**Selected gate families**

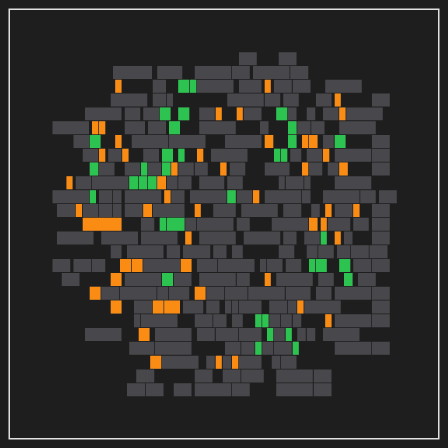
**Placed cells, one colour a class**

Bar = 20 µm.
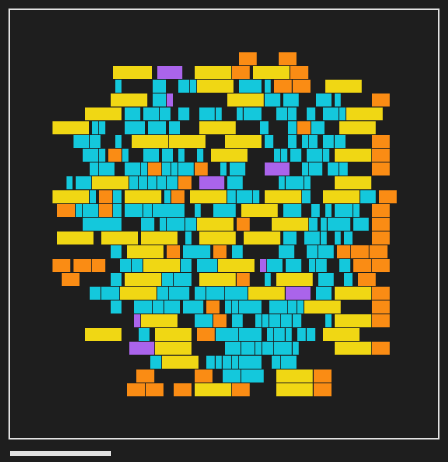
**Routing congestion**

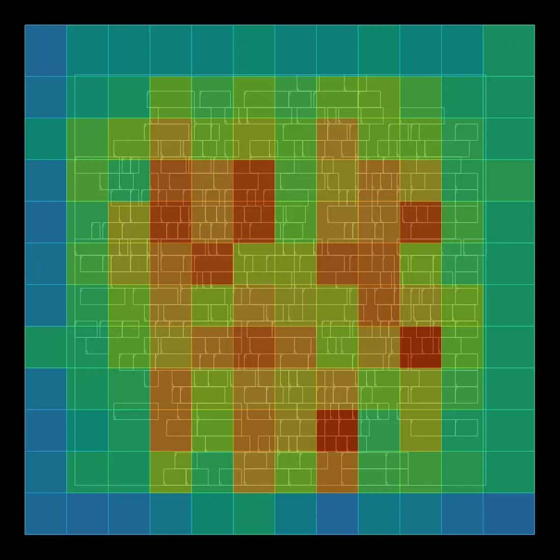
**Routed metal, one colour a layer**

Bar = 20 µm. Only two layers are drawn.
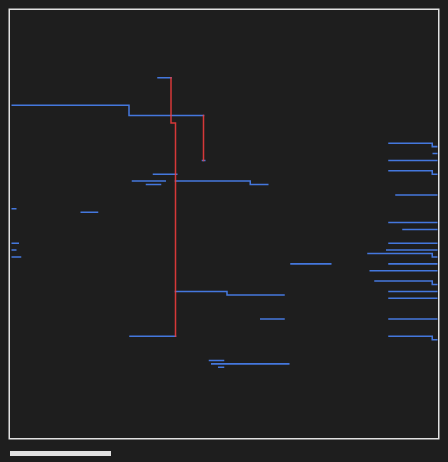
===== src/rtl/count_display_mux.sv =====
// rtl/count_display_mux.sv - two-digit 7-segment multiplexer with counter wrap detection
module count_display_mux #(
    parameter logic [15:0] REFRESH_DIV  = 16'd50000,
    parameter logic [7:0]  BLANK_CYCLES = 8'd16,
    parameter int          WRAP_W       = 8
) (
    input  logic              clk,
    input  logic              reset,
    input  logic [3:0]        up_count,
    input  logic [3:0]        down_count,
    output logic [6:0]        seg,
    output logic [1:0]        an,
    output logic              up_wrap,
    output logic              down_wrap,
    output logic [WRAP_W-1:0] up_wraps,
    output logic [WRAP_W-1:0] down_wraps
);

    localparam logic [WRAP_W-1:0] TALLY_MAX = {WRAP_W{1'b1}};
    localparam logic [15:0]       DIV_LAST  = REFRESH_DIV - 16'd1;
    localparam logic [15:0]       BLANK_END = {8'd0, BLANK_CYCLES};

    logic [3:0]        up_q, up_d;
    logic [3:0]        down_q, down_d;
    logic              armed_q, armed_d;
    logic [15:0]       div_cnt_q, div_cnt_d;
    logic              digit_sel_q, digit_sel_d;
    logic [6:0]        seg_q, seg_d;
    logic [1:0]        an_q, an_d;
    logic              up_wrap_q, up_wrap_d;
    logic              down_wrap_q, down_wrap_d;
    logic [WRAP_W-1:0] up_wraps_q, up_wraps_d;
    logic [WRAP_W-1:0] down_wraps_q, down_wraps_d;

    // Active-low segment pattern {g,f,e,d,c,b,a} for one hex digit
    function automatic logic [6:0] hex7(input logic [3:0] v);
        logic [6:0] s;
        case (v)
            4'h0: s = 7'h40;
            4'h1: s = 7'h79;
            4'h2: s = 7'h24;
            4'h3: s = 7'h30;
            4'h4: s = 7'h19;
            4'h5: s = 7'h12;
            4'h6: s = 7'h02;
            4'h7: s = 7'h78;
            4'h8: s = 7'h00;
            4'h9: s = 7'h10;
            4'hA: s = 7'h08;
            4'hB: s = 7'h03;
            4'hC: s = 7'h46;
            4'hD: s = 7'h21;
            4'hE: s = 7'h06;
            default: s = 7'h0E;
        endcase
        return s;
    endfunction

    // Next-state: capture, wrap detection, saturating tallies, refresh timing, display drive
    always_comb begin
        up_d     = up_count;
        down_d   = down_count;
        armed_d  = 1'b1;

        // armed_q keeps the zeroed capture registers from faking a wrap right after reset
        up_wrap_d   = armed_q && (up_q == 4'hF) && (up_count == 4'h0);
        down_wrap_d = armed_q && (down_q == 4'h0) && (down_count == 4'hF);

        up_wraps_d = up_wraps_q;
        if (up_wrap_q && (up_wraps_q != TALLY_MAX)) begin
            up_wraps_d = up_wraps_q + 1'b1;
        end
        down_wraps_d = down_wraps_q;
        if (down_wrap_q && (down_wraps_q != TALLY_MAX)) begin
            down_wraps_d = down_wraps_q + 1'b1;
        end

        div_cnt_d   = (div_cnt_q == DIV_LAST) ? 16'd0 : div_cnt_q + 16'd1;
        digit_sel_d = digit_sel_q ^ (div_cnt_q == DIV_LAST);

        // Anode pattern is one-hot-low or all-off, never both digits on
        if (div_cnt_q < BLANK_END) begin
            an_d = 2'b11;
        end else if (digit_sel_q) begin
            an_d = 2'b01;
        end else begin
            an_d = 2'b10;
        end
        seg_d = hex7(digit_sel_q ? down_q : up_q);
    end

    // State register with synchronous reset; reset blanks the display at once
    always_ff @(posedge clk) begin
        if (reset) begin
            up_q         <= 4'h0;
            down_q       <= 4'h0;
            armed_q      <= 1'b0;
            div_cnt_q    <= 16'd0;
            digit_sel_q  <= 1'b0;
            seg_q        <= 7'h7F;
            an_q         <= 2'b11;
            up_wrap_q    <= 1'b0;
            down_wrap_q  <= 1'b0;
            up_wraps_q   <= '0;
            down_wraps_q <= '0;
        end else begin
            up_q         <= up_d;
            down_q       <= down_d;
            armed_q      <= armed_d;
            div_cnt_q    <= div_cnt_d;
            digit_sel_q  <= digit_sel_d;
            seg_q        <= seg_d;
            an_q         <= an_d;
            up_wrap_q    <= up_wrap_d;
            down_wrap_q  <= down_wrap_d;
            up_wraps_q   <= up_wraps_d;
            down_wraps_q <= down_wraps_d;
        end
    end

    assign seg        = seg_q;
    assign an         = an_q;
    assign up_wrap    = up_wrap_q;
    assign down_wrap  = down_wrap_q;
    assign up_wraps   = up_wraps_q;
    assign down_wraps = down_wraps_q;

endmodule

===== config.mk =====
export PLATFORM = sky130hd
export DESIGN_NAME = count_display_mux
export DESIGN_NICKNAME = d
export VERILOG_FILES = /design/src/rtl/count_display_mux.sv
export SDC_FILE = /design/constraint.sdc
export NUM_CORES = 1
export LEC_CHECK = 0
export CORE_MARGIN = 8
export CORE_UTILIZATION = 50
export CTS_CLUSTER_DIAMETER = 30
export DETAILED_ROUTE_END_ITERATION = 10
export PLACE_DENSITY = 0.82
export SYNTH_ARGS = -nofsm -noshare
export SYNTH_HDL_FRONTEND = slang
export SYNTH_SLANG_ARGS = --single-unit

===== constraint.sdc =====
create_clock -name clk -period 1.75 [get_ports clk]
set_input_delay 0.2625 -clock clk [delete_from_list [all_inputs] [get_ports clk]]
set_output_delay 0.2625 -clock clk [all_outputs]
set_load 0.02 [all_outputs]

==> impl_metrics.toml <==
# synthesis and place-and-route metrics
[clocking]
cts_made_buffers = 5
root_buffer = "sky130_fd_sc_hd__clkbuf_8"
worst_skew_pair.late_latency_ns = 0.31

[synth]
postSynthSeqShare_pct = 45.35
synth_cell_type_count = 46
muxShareOfSynthArea_pct = 5.508
summed_standard_cell_area_reported_by_yosys_um2 = 2340
synth_nets = 265

[final_timing]
slew_worst_pin_ns = 0.4508
worst_slew_margin_rel_pct = 69.63
final-max-slew-violation-count = 0

[worst_hold_path]
timing.hold.worst_path_depth = 1

[placed_design]
placement.io_buffers = 36

[global_route]
grt_pass1_vias = 1812

[layout]
area_dominant_class = "multi-input combinational cells"
p_r_area_growth_vs_syn_pct = 25.51
antenna-diode-count = 0
area_share_clock_buf_inv_pct = 2.727
design.seq.count = 53

[power]
power_density_nw_per_um2 = 710.0
power_sequential_mw = 1.25
ir_drop_mv = 0.4553

[run]
stage_log_warnings = 32

[worst_setup_path]
r2r_setup_slack_ns = 0.06
timing.critical_path.arrival_ns = 1.88
critical_path.slowest_cell = "sky130_fd_sc_hd__or4_4"

[floorplanning]
design.die.area_um2 = 7124

[detailed_routing]
route.detailed.vias_per_inst = 5.483
drt_pre_antenna_iters = 5

[status]
outcome = "complete, no violations"
About 'selected gate families':
colour	family	cells
orange	nor cells	50
green	nand cells	36

About 'placed cells, one colour a class':
colour	class	cells
cyan	remaining logic cells	185
yellow	sequential cells	53
orange	remaining buffers and delay cells	52
purple	clock drivers and dummy loads	8
core area: 4629 µm²
number of cell rows: 25

About 'routing congestion':
final design utilization: 63.43%
average routed wire per standard cell: 13.41 µm
all-layer global routing usage: 13.49%
GR Util met3: 4.976%

About 'routed metal, one colour a layer':
colour	layer	wire length
red	M4	60.8 µm
blue	M3	307 µm
vias after detailed routing: 1930
Total Routed Length: 4.721 mm

## per-stage QoR
stage	setup slack, ns	power, mW	instances	area [µm²]	setup TNS (ns)
floorplan	0.1411	1.373	246	2340	0
global placement	0.08440	1.452	341	2824	0
detailed placement	0.01857	1.455	341	2824	0
CTS	0.01102	2.109	349	2904	0
global route	-0.01587	2.170	352	2937	-0.01587
finish	0.06196	2.085	352	2937	0
## routing by layer
layer	part of all wire, %	routed length, µm	GRT usage (%)	vias up
li1	-	-	-	980
met1	46	2162	15.21	897
met2	46	2191	22.56	47
met3	6.5	306	4.976	6
met4	1.3	60	5.178	0
met5	0	0	0	-
## cell families after synthesis
group / after synthesis
AOI/OAI and AO/OA: 34
xor gates and xnor gates: 21
adders and majority gates: 9
buffers and inverters: 12
DFF: 53
muxes: 12
and+or+nand+nor: 105
No activity file was given, so power comes from the tool's default toggle rates.
